Run 1, sequential cells coloured by netlist name:
Scale: 4 px per µm.
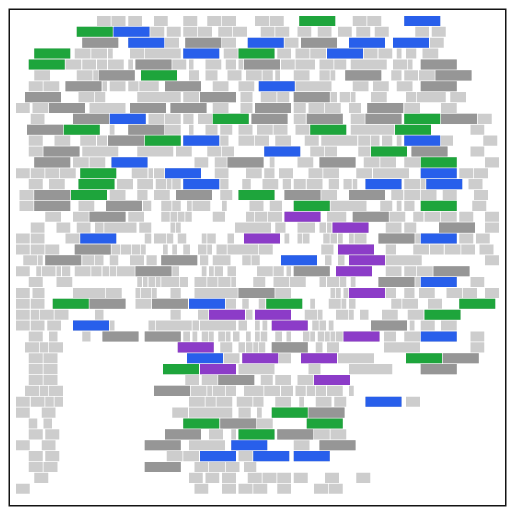
Run 1, wire density map:
Scale: 3 px per µm. The die is cut into 25 by 25 equal tiles; dark blue is low, red is high, scaled to the fullest tile. Values are wire area over tile area, all layers added.
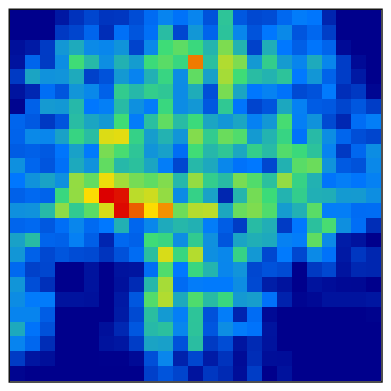
Run 1, cell placement:
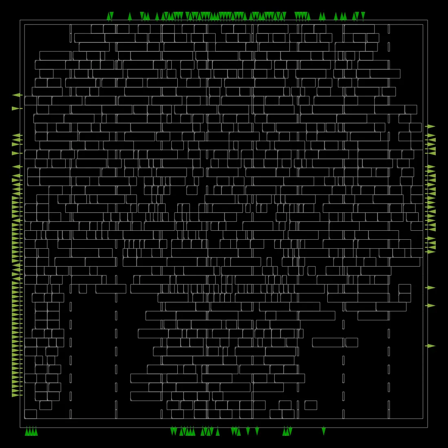
Run 1, wires at chosen ports, followed through buffers:
Scale: 4 px per µm.
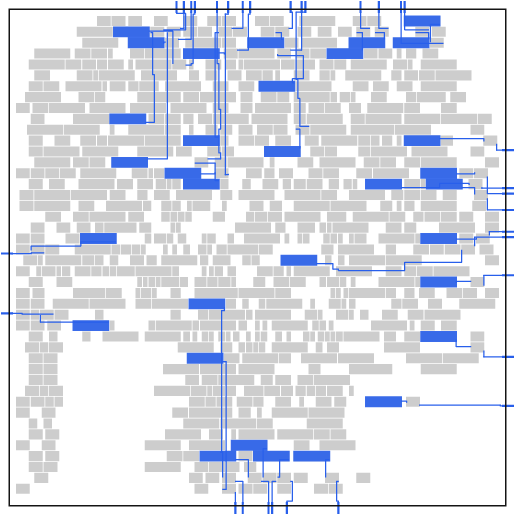
===== src/rtl/counter_sequencer.sv =====
// Wishbone-programmable sequencer for the user-area counter: it reloads the counter, enables it,
// detects the limit, then stops (one-shot) or reloads (periodic), and raises an interrupt.
module counter_sequencer #(
    parameter int          BITS      = 30,
    parameter logic [31:0] BASE_ADDR = 32'h3000_0000
) (
    input  logic            wb_clk_i,
    input  logic            wb_rst_i,
    input  logic            wbs_stb_i,
    input  logic            wbs_cyc_i,
    input  logic            wbs_we_i,
    input  logic [3:0]      wbs_sel_i,
    input  logic [31:0]     wbs_dat_i,
    input  logic [31:0]     wbs_adr_i,
    output logic            wbs_ack_o,
    output logic [31:0]     wbs_dat_o,
    input  logic [BITS-1:0] cnt_value,
    output logic            cnt_en,
    output logic            cnt_load,
    output logic [BITS-1:0] cnt_load_val,
    output logic            irq
);

    typedef enum logic [1:0] {
        IDLE = 2'd0,
        LOAD = 2'd1,
        RUN  = 2'd2,
        DONE = 2'd3
    } state_t;

    state_t          r_state;
    logic            r_ack;
    logic [31:0]     r_dat_o;
    logic [BITS-1:0] r_limit;
    logic [BITS-1:0] r_reload;
    logic            r_periodic;
    logic            r_irq_en;
    logic            r_done;
    logic            r_irq_pend;
    logic [15:0]     r_period_cnt;
    logic            r_cnt_load;
    logic [BITS-1:0] r_cnt_load_val;

    logic        w_hit;
    logic [1:0]  w_idx;
    logic        w_acc;
    logic        w_wr;
    logic        w_wr_ctrl;
    logic        w_wr_stat;
    logic        w_start;
    logic        w_stop;
    logic        w_match;
    logic [31:0] w_limit32;
    logic [31:0] w_reload32;
    logic [31:0] w_rdata;
    logic        w_unused;

    // Byte-lane merge of a write into a BITS-wide register.
    function automatic logic [BITS-1:0] merge_bytes(input logic [BITS-1:0] old_val,
                                                    input logic [31:0]     wdata,
                                                    input logic [3:0]      sel);
        logic [31:0] tmp;
        tmp = '0;
        tmp[BITS-1:0] = old_val;
        for (int b = 0; b < 4; b++) begin
            if (sel[b]) tmp[8*b +: 8] = wdata[8*b +: 8];
        end
        return tmp[BITS-1:0];
    endfunction

    assign w_hit     = wbs_cyc_i & wbs_stb_i & (wbs_adr_i[31:4] == BASE_ADDR[31:4]);
    assign w_idx     = wbs_adr_i[3:2];
    assign w_acc     = w_hit & ~r_ack;
    assign w_wr      = w_acc & wbs_we_i;
    assign w_wr_ctrl = w_wr & (w_idx == 2'd0) & wbs_sel_i[0];
    assign w_wr_stat = w_wr & (w_idx == 2'd3);
    assign w_start   = w_wr_ctrl & wbs_dat_i[0];
    assign w_stop    = w_wr_ctrl & wbs_dat_i[1];
    assign w_match   = (cnt_value == r_limit);
    assign w_unused  = &{1'b0, wbs_adr_i[1:0]};

    always_comb begin
        w_limit32  = '0;
        w_reload32 = '0;
        w_limit32[BITS-1:0]  = r_limit;
        w_reload32[BITS-1:0] = r_reload;
        case (w_idx)
            2'd0:    w_rdata = {28'd0, r_irq_en, r_periodic, 2'b00};
            2'd1:    w_rdata = w_limit32;
            2'd2:    w_rdata = w_reload32;
            default: w_rdata = {r_period_cnt, 12'd0, r_irq_pend, r_done, r_state};
        endcase
    end

    // Wishbone handshake and software-owned configuration registers.
    always_ff @(posedge wb_clk_i or posedge wb_rst_i) begin
        if (wb_rst_i) begin
            r_ack      <= 1'b0;
            r_dat_o    <= '0;
            r_limit    <= '0;
            r_reload   <= '0;
            r_periodic <= 1'b0;
            r_irq_en   <= 1'b0;
        end else begin
            r_ack   <= w_acc;
            r_dat_o <= (w_acc & ~wbs_we_i) ? w_rdata : 32'd0;
            if (w_wr) begin
                case (w_idx)
                    2'd0: begin
                        if (wbs_sel_i[0]) begin
                            r_periodic <= wbs_dat_i[2];
                            r_irq_en   <= wbs_dat_i[3];
                        end
                    end
                    2'd1:    r_limit  <= merge_bytes(r_limit, wbs_dat_i, wbs_sel_i);
                    2'd2:    r_reload <= merge_bytes(r_reload, wbs_dat_i, wbs_sel_i);
                    default: ;
                endcase
            end
        end
    end

    // Sequencer FSM; status bits live here so a hardware set overrides a same-cycle W1C.
    always_ff @(posedge wb_clk_i or posedge wb_rst_i) begin
        if (wb_rst_i) begin
            r_state        <= IDLE;
            r_done         <= 1'b0;
            r_irq_pend     <= 1'b0;
            r_period_cnt   <= '0;
            r_cnt_load     <= 1'b0;
            r_cnt_load_val <= '0;
        end else begin
            r_cnt_load <= 1'b0;
            if (w_wr_stat) begin
                r_period_cnt <= '0;
                if (wbs_sel_i[0] && wbs_dat_i[2]) r_done     <= 1'b0;
                if (wbs_sel_i[0] && wbs_dat_i[3]) r_irq_pend <= 1'b0;
            end
            if (w_stop) begin
                r_state <= IDLE;
            end else if (w_start) begin
                r_state        <= LOAD;
                r_cnt_load     <= 1'b1;
                r_cnt_load_val <= r_reload;
            end else begin
                case (r_state)
                    LOAD: r_state <= RUN;
                    RUN: begin
                        if (w_match) begin
                            r_irq_pend <= 1'b1;
                            if (r_periodic) begin
                                r_state        <= LOAD;
                                r_cnt_load     <= 1'b1;
                                r_cnt_load_val <= r_reload;
                                r_period_cnt   <= r_period_cnt + 16'd1;
                            end else begin
                                r_state <= DONE;
                                r_done  <= 1'b1;
                            end
                        end
                    end
                    default: ;
                endcase
            end
        end
    end

    assign wbs_ack_o    = r_ack;
    assign wbs_dat_o    = r_dat_o;
    assign cnt_load     = r_cnt_load;
    assign cnt_load_val = r_cnt_load_val;
    assign cnt_en       = (r_state == RUN) & ~w_match;
    assign irq          = r_irq_pend & r_irq_en;

endmodule


===== config.mk =====
export PLATFORM = sky130hd
export DESIGN_NAME = counter_sequencer
export DESIGN_NICKNAME = d
export VERILOG_FILES = /design/src/rtl/counter_sequencer.sv
export SDC_FILE = /design/constraint.sdc
export NUM_CORES = 1
export LEC_CHECK = 0
export ABC_AREA = 0
export ABC_CLOCK_PERIOD_IN_PS = 4300
export CORE_UTILIZATION = 44
export DETAILED_ROUTE_END_ITERATION = 6
export PLACE_DENSITY = 0.76
export SETUP_SLACK_MARGIN = 0.05
export SLEW_MARGIN = 20
export SYNTH_ARGS = -nofsm -noshare
export SYNTH_HDL_FRONTEND = slang
export SYNTH_SLANG_ARGS = --single-unit

===== constraint.sdc =====
create_clock -name wb_clk_i -period 4.3 [get_ports wb_clk_i]
set_clock_uncertainty 0.1 [all_clocks]
set_input_delay 0.43 -clock wb_clk_i [delete_from_list [all_inputs] [get_ports wb_clk_i]]
set_output_delay 0.43 -clock wb_clk_i [all_outputs]
set_load 0.005 [all_outputs]

==> deck_impl_summary.md, run 1 <==
Synthesis and Place & Route Summary

Critical path
  – CP startpoint kind: input pin
  – Req. time, crit path: around 3800 ps
  – Critical path class: in -> out
  – Worst r2r dst: cnt_load_val[21]

Timing
  – Final Cycle Share: 0.754
  – Measured slew at the worst slew-check pin: 955 ps
  – Hold WS: just under 400 ps
  – # setup viols final: 0

Clock tree
  – # clock sinks: about 150

Synth
  – Flip-flops with a built-in enable: 0
  – Average cell area after synthesis: between 10 and 15 µm²
  – Synth top area share: 0.560
  – Dominant cell by count in the synthesized netlist: dfrtp_1
  – Register share after synthesis: 0.560
  – Synthesized Nets: 626
  – Async S/R FF share, synth: 1.00
  – Synth Area in Compound Gates: 0.0633
  – Distinct cells, synth: 43
  – Dominant kind of combinational cell: multiplexers
  – Yosys cell count: 521

Worst hold path
  – Worst hold path depth: 1
  – Worst hold start: cnt_load_val[24]
  – Worst Hold Path EP: cnt_load_val[24]

Power
  – Clk pwr share: 0.514
  – Main power group: the clock network

Finish
  – Share of post-route cells with drive strength above 1: 0.219
  – Synth-to-layout area growth: 38.5%
  – Fillers: 1118
  – Final instance area: 0.00904 mm²
  – Inverters: 8
  – Top cell category: flip-flops and latches
  – Comb area: 0.00274 mm²
  – # diodes: 0

Global routing
  – Vias in the first global route: 5156
  – Met1 GRT Util: 0.299
  – Busiest metal layer after global routing: met2
  – Total gr overflow: 0
  – Met3 usage: 0.0577

Run status
  – Outcome: finished clean

Placement
  – Placed instance area: 0.00838 mm²

Flow run
  – Max-cap violation count: 0

Floorplan
  – Die height: 124 µm
  – Initial core utilization: 0.451
Back to the opening pictures, 'sequential cells coloured by netlist name':
- wbs_dat_o: blue (flops 32; where widely spread)
- r_reload: green (flops 30; where widely spread)
- r_period_cnt: purple (flops 16)
- not coloured: 68
Layout Utilization: 0.624
seq pwr: 1.37 mW
register area: 0.00365 mm²
register fraction of the total cell area: 0.404

Back to the opening pictures, 'wire density map':
- fullest tile: 0.73
- tiles over half the peak: 11%
- emptiest ninth of the die: lower right
- nearly empty tiles: 15%
- densest ninth of the die: centre
WL final: 17500 µm
WL/cell: 19.7 µm
via count: 4998
global-route usage over all layers: 0.239

Back to the opening pictures, 'cell placement':
num sequential: 146
TAP cells: 184
row cnt: 44

Back to the opening pictures, 'wires at chosen ports, followed through buffers':
- wbs_dat_o: blue (direction output; edge 15 top, 9 right, 6 bottom, 2 left; end cells 32; buffers 32; wire 788 µm)
Port-buffer cells: 164
# IOs: 169

-- run 1: flip-flops by register name (all words and copies together), names as in the netlist --
| signal | flops |
|---|---|
| wbs_dat_o | 32 |
| cnt_load_val | 30 |
| r_limit | 30 |
| r_reload | 30 |
| r_period_cnt | 16 |
| r_state | 2 |
| cnt_load | 1 |
| r_done | 1 |
| r_irq_en | 1 |
| r_irq_pend | 1 |
| r_periodic | 1 |
| wbs_ack_o | 1 |
-- run 1: worst max path at each step --
stage | from | end | slack, ps | cells after the start
floorplan | wb_rst_i | cnt_load | 1940 | 1
global placement | cnt_value[23] | cnt_load_val[14] | 1050 | 8
detailed placement | cnt_value[23] | cnt_load_val[6] | 990 | 8
CTS | cnt_value[23] | cnt_en | 1110 | 7
global route | cnt_value[23] | cnt_en | 970 | 7
finish | cnt_value[23] | cnt_en | 1060 | 7
Run 1, signal wires by layer:
Scale: 3 px per µm. Two of the layers only.
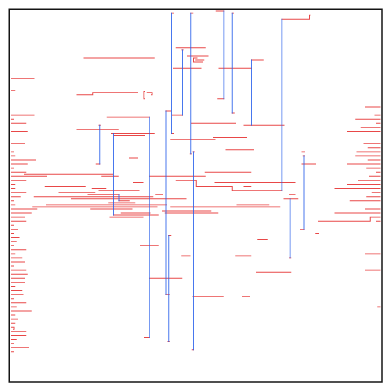

==> inputs of run 2 (changes only) <==
--- a/config.mk
+++ b/config.mk
@@ -6,7 +6,7 @@
 export NUM_CORES = 1
 export LEC_CHECK = 0
 export ABC_AREA = 0
-export ABC_CLOCK_PERIOD_IN_PS = 4300
+export ABC_CLOCK_PERIOD_IN_PS = 2950
 export CORE_UTILIZATION = 44
 export DETAILED_ROUTE_END_ITERATION = 6
 export PLACE_DENSITY = 0.76
==> constraint.sdc (replaced) <==
create_clock -name wb_clk_i -period 2.95 [get_ports wb_clk_i]
set_clock_uncertainty 0.1 [all_clocks]
set_input_delay 0.295 -clock wb_clk_i [delete_from_list [all_inputs] [get_ports wb_clk_i]]
set_output_delay 0.295 -clock wb_clk_i [all_outputs]
set_load 0.005 [all_outputs]
Run 2, signal wires by layer:
Scale: 3 px per µm. Two of the layers only.
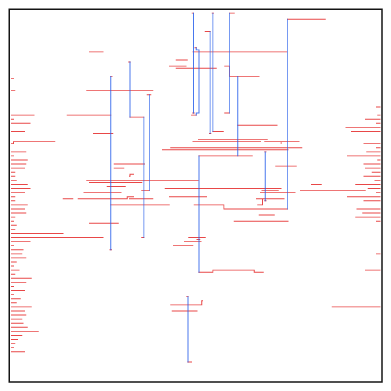
- metal 4: blue (wire length 479 µm)
- metal 3: red (wire length 1090 µm)
WL/cell: 18.9 µm
global-route usage over all layers: 0.237
via count: 4945
WL final: 17100 µm

Run 2, sequential cells coloured by netlist name:
Scale: 4 px per µm.
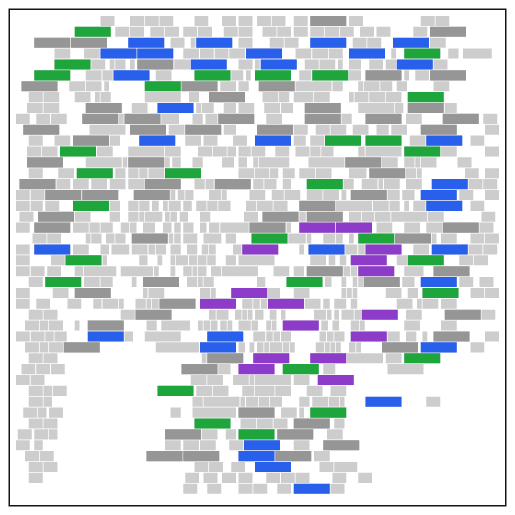
- r_reload: green (flops 30; where widely spread)
- r_period_cnt: purple (flops 16)
- wbs_dat_o: blue (flops 32; where widely spread)
- not coloured: 68
seq pwr: 2.00 mW
Layout Utilization: 0.631
register fraction of the total cell area: 0.400

Run 2, wires at chosen ports, followed through buffers:
Scale: 4 px per µm.
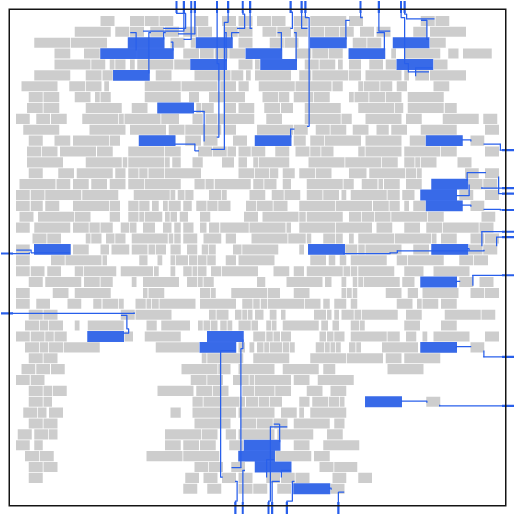
- wbs_dat_o: blue (direction output; edge 15 top, 9 right, 6 bottom, 2 left; end cells 32; buffers 32; wire 638 µm)

==> deck_impl_summary.md, run 2 <==
Synthesis and Place & Route Summary

Critical path
  – Req. time, crit path: 2560 ps
  – Cells on worst reg2reg path: 8
  – Critical path class: reg -> out
  – Worst r2r dst: cnt_load_val[0]
  – Worst Setup SP: r_limit[24]
  – Reg2reg start: r_limit[24]
  – CP startpoint kind: flip-flop
  – R2R Setup Slk: 310 ps
  – Critical Path End: cnt_en
  – CP endpoint kind: primary output

Finish
  – Fillers: 1109
  – Share of post-route cells with drive strength above 1: 0.242
  – Max reg flops: 32
  – Most frequent logic cell in the layout: clkdlybuf4s50_1
  – Synth-to-layout area growth: 40.1%
  – Final Non-Filler Cells: 907
  – Final instance area: 0.00914 mm²
  – Most common logic cells in the final layout: 163 x clkdlybuf4s50_1, 146 x dfrtp_1, 103 x mux2_2
  – # diodes: 0
  – Final net count: just over 800

Synth
  – Dominant cell by count in the synthesized netlist: dfrtp_1
  – Synth top area share: 0.560
  – Synthesized Nets: 626
  – Commonest cells post-synth: 146 x dfrtp_1, 103 x mux2_2, 39 x nor2_1
  – Cell area leaders: dfrtp_1 56%, mux2_2 18%, a22oi_1 3.2%
  – Flip-flops with a built-in enable: 0
  – Gate Count Post-Synth: 521
  – Yosys cell count: 521
  – Async S/R FF share, synth: 1.00
  – Average cell area after synthesis: 12.5 µm²
  – Distinct cells, synth: ~43
  – Cell type with the largest total area: dfrtp_1
  – Register share after synthesis: 0.560

Power
  – Main power group: the clock network
  – Clk pwr share: 0.481
  – Clk. pwr: between 2 and 2.5 mW
  – Internal power: about 3.5 mW
  – Sw Ratio: 0.210
  – IR Drop Worst-Case VDD: about 0.43 mV
  – P_sw: between 0.9 and 1 mW
  – Pwr Density: 478 mW/mm²
  – Post-layout power: 4.37 mW
  – Sequential power share: 0.459
  – Comb pwr share: 0.061
  – Pleak: approximately 4.1 nW

Clock tree
  – H-tree Lvls: 4
  – Root Driver: clkbuf_16
  – CTS tree: done
  – Post-CTS Setup Bufs: 1
  – Latency at later pin: 420 ps
  – Post-CTS sizing: 4
  – Clock Path Buffers: 2
  – Cts hold-fix bufs: 0
  – # clock sinks: roughly 150
  – CTS clk-pin slew, worst paths: roughly 60 ps

Worst hold path
  – Worst Hold Class: in -> async

Global routing
  – Total gr overflow: 0
  – Met1 GRT Util: 0.299
  – Met2 Use GR: 0.388
  – Vias in the first global route: 5190
  – Busiest metal layer after global routing: met2
  – Largest net degree at the start of global routing: 147
  – Met3 usage: 0.0549

Drt
  – Antenna Nets Post-Route: 0
  – First-pass DRT Iterations: 4
  – DR top layer: met4
  – Met3 WL: around 1100 µm
  – DRC violations left: 0

Placement
  – Placed instance area: approximately 0.0085 mm²
  – Routability cong.: 0.869
  – HPWL reported at the end of detailed placement: 12200 µm
  – Port-buffer cells: ~160

Timing
  – Fmax: 0.363 GHz
  – Max-slew headroom: 0.485
  – Final WS setup: 194 ps
  – Tmin final: 2760 ps
  – Final Max Slew Viols: 0
  – Measured slew at the worst slew-check pin: a little under 800 ps
  – Final Cycle Share: 0.934
  – Setup TNS: 0 ps
  – Hold WS: 344 ps
  – # setup viols final: 0

Floorplan
  – Row cnt: 44
  – # IOs: 169
  – Die height: 124 µm
  – Die ar.: roughly 0.015 mm²
  – Initial core utilization: 0.451
  – Core ar.: 0.0145 mm²

Run status
  – Outcome: finished clean

Flow run
  – Max-cap violation count: 0
[run 2: area by class of cell]
type	count	area, µm²	share of cell area
sequential	146	3650	0.400
multi-input combinational	346	2750	0.301
timing repair buffer	192	1890	0.207
clock buffer	22	474	0.0519
tap	184	230	0.0252
clock inverter	9	106	0.0116
inverter	8	33.8	0.00370
[run 2: kinds of logic after synthesis]
family	after synthesis	share of synthesized area
DFF	146	0.560
and+or+nand+nor	129	0.0995
muxes	111	0.195
AOI/OAI and AO/OA	61	0.0633
xor gates and xnor gates	43	0.0577
buffers and inverters	29	0.0209
adders and majority gates	2	0.00383
[run 2: worst max-delay path, stage by stage, from the launching register on]
cell	delay, ps
dfrtp_1	410
xor2_2	210
nor4_2	350
buf_4	170
and4_1	210
buf_4	120
and2_1	150
nor2b_2	60
dlygate4sd2_1	260
Run 2, cell placement:
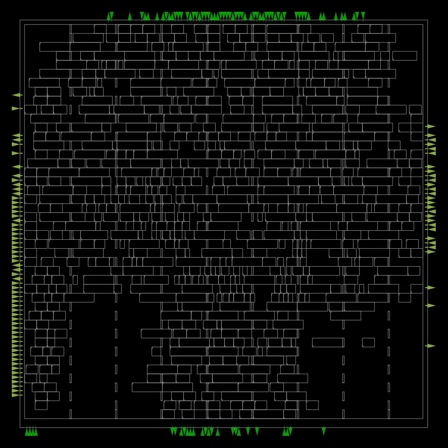

==> inputs of run 3 (changes only) <==
--- a/config.mk
+++ b/config.mk
@@ -9,7 +9,8 @@
 export ABC_CLOCK_PERIOD_IN_PS = 2950
 export CORE_UTILIZATION = 44
 export DETAILED_ROUTE_END_ITERATION = 6
-export PLACE_DENSITY = 0.76
+export PLACE_DENSITY_LB_ADDON = 0.05
+export REMOVE_ABC_BUFFERS = 1
 export SETUP_SLACK_MARGIN = 0.05
 export SLEW_MARGIN = 20
 export SYNTH_ARGS = -nofsm -noshare
Run 3, cell placement:
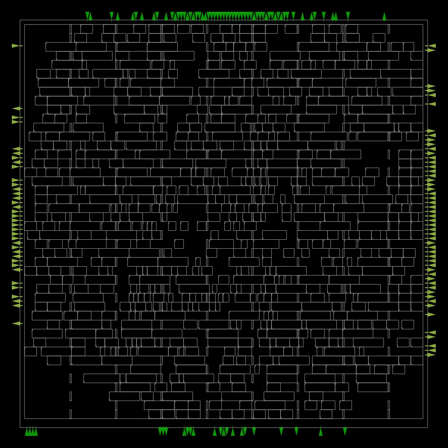
Final Non-Filler Cells: 913
Fillers: 1133

Run 3, sequential cells coloured by netlist name:
Scale: 4 px per µm.
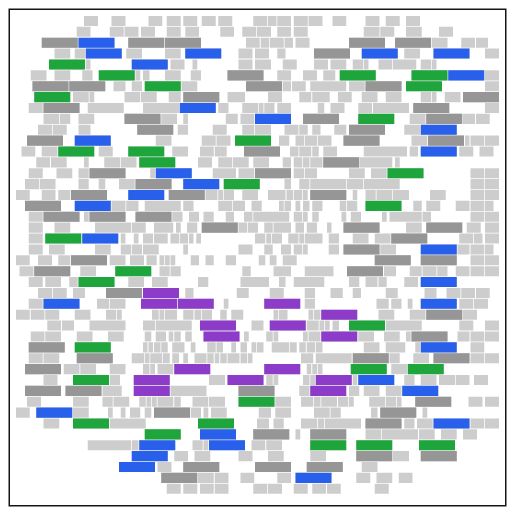
- r_period_cnt: purple (flops 16)
- wbs_dat_o: blue (flops 32; where widely spread)
- r_reload: green (flops 30; where widely spread)
- not coloured: 68
Layout Utilization: 0.634
register fraction of the total cell area: 0.398

Run 3, wire density map:
Scale: 3 px per µm. The die is cut into 25 by 25 equal tiles; dark blue is low, red is high, scaled to the fullest tile. Values are wire area over tile area, all layers added.
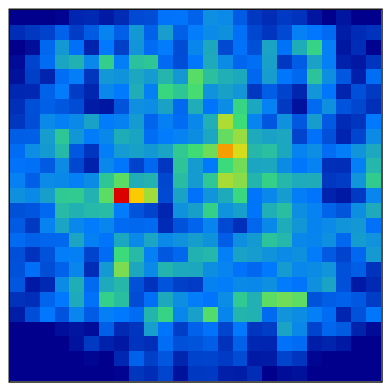
- fullest tile: 0.77
- nearly empty tiles: 7.0%
- emptiest ninth of the die: lower left
- tiles over half the peak: 3.7%
- densest ninth of the die: centre
- mean over tiles: 0.18
WL final: 17500 µm
via count: 4892
WL/cell: 19.2 µm
global-route usage over all layers: 0.243

==> deck_impl_summary.md, run 3 <==
Synthesis and Place & Route Summary

Run status
  – Outcome: finished clean

Clock tree
  – Post-CTS Setup Bufs: 0
  – H-tree Lvls: 4
  – Post-CTS sizing: 0
  – Latency at later pin: 420 ps
  – # clock sinks: between 100 and 150
  – Cts hold-fix bufs: 0

Timing
  – Max-slew headroom: 0.476
  – # setup viols final: 0
  – Measured slew at the worst slew-check pin: about 780 ps

Global routing
  – Met2 Use GR: 0.388
  – Total gr overflow: 0
  – Met1 GRT Util: 0.329

Floorplan
  – Die ar.: 0.0153 mm²
  – Core ar.: 0.0145 mm²
  – Die height: 124 µm
  – Row cnt: roughly 44
  – Initial core utilization: 0.451

Finish
  – Inverters: 8
  – Comb area: 0.00276 mm²
  – Final net count: 822
  – Top cell category: flip-flops and latches
  – CLK BUF: 20
  – Most frequent logic cell in the layout: clkdlybuf4s50_1
  – Max reg flops: 32
  – Multi-In Gates: 346

Placement
  – HPWL reported at the end of detailed placement: 12500 µm

Drt
  – DR top layer: met5
  – First-pass DRT Iterations: 4
  – Antenna Nets Post-Route: 0

Critical path
  – Critical Path End: cnt_load_val[6]
  – Req. time, crit path: ~3200 ps
  – Worst r2r dst: cnt_load_val[6]
  – Reg2reg start: r_limit[11]

Synth
  – Commonest cells post-synth: 146 x dfrtp_1, 103 x mux2_2, 39 x nor2_1
  – Dominant kind of combinational cell: multiplexers
  – Distinct cells, synth: about 43
  – Yosys xor share: 0.0577
  – Synth Area in Compound Gates: 0.0633
  – Async S/R FF share, synth: 1.00
  – Register share after synthesis: 0.560
  – Cell area leaders: dfrtp_1 56%, mux2_2 18%, a22oi_1 3.2%
  – Yosys cell count: 521
  – Synth Area in Adders: 0.00384
  – Simple-Gate Area Share: 0.0995
  – Gate Count Post-Synth: ~520

Worst hold path
  – Worst Hold Class: in -> async

Power
  – IR Drop Worst-Case VDD: just over 0.4 mV
## run 3: cell counts after synthesis
Identical to the previous run, type by type.
## run 3: per-stage QoR
step | hold WS, ps | TNS, ps
2_1_floorplan | 282 | -199730
3_3_place_gp | 372 | 0
3_5_place_dp | 383 | 0
4_1_cts | 234 | 0
5_1_grt | 263 | 0
6_report | 208 | 0
## run 3: report_power, final
| part | internal [mW] | switching, mW | total (mW) |
|---|---|---|---|
| logic | 0.149 | 0.124 | 0.272 |
| clock network | 1.30 | 0.802 | 2.10 |
| registers | 2.00 | 0.00000481 | 2.00 |
| total | 3.45 | 0.926 | 4.37 |
## run 3: critical path, stage by stage (launching register included)
cell and delay (ps):
dfrtp_1 420, xnor2_2 250, nand4_1 190, nor4_4 340, buf_4 150, nand4_1 100, a22oi_2 260, buf_12 240
mux2_2 360
Power is estimated from default activity; no workload was simulated.
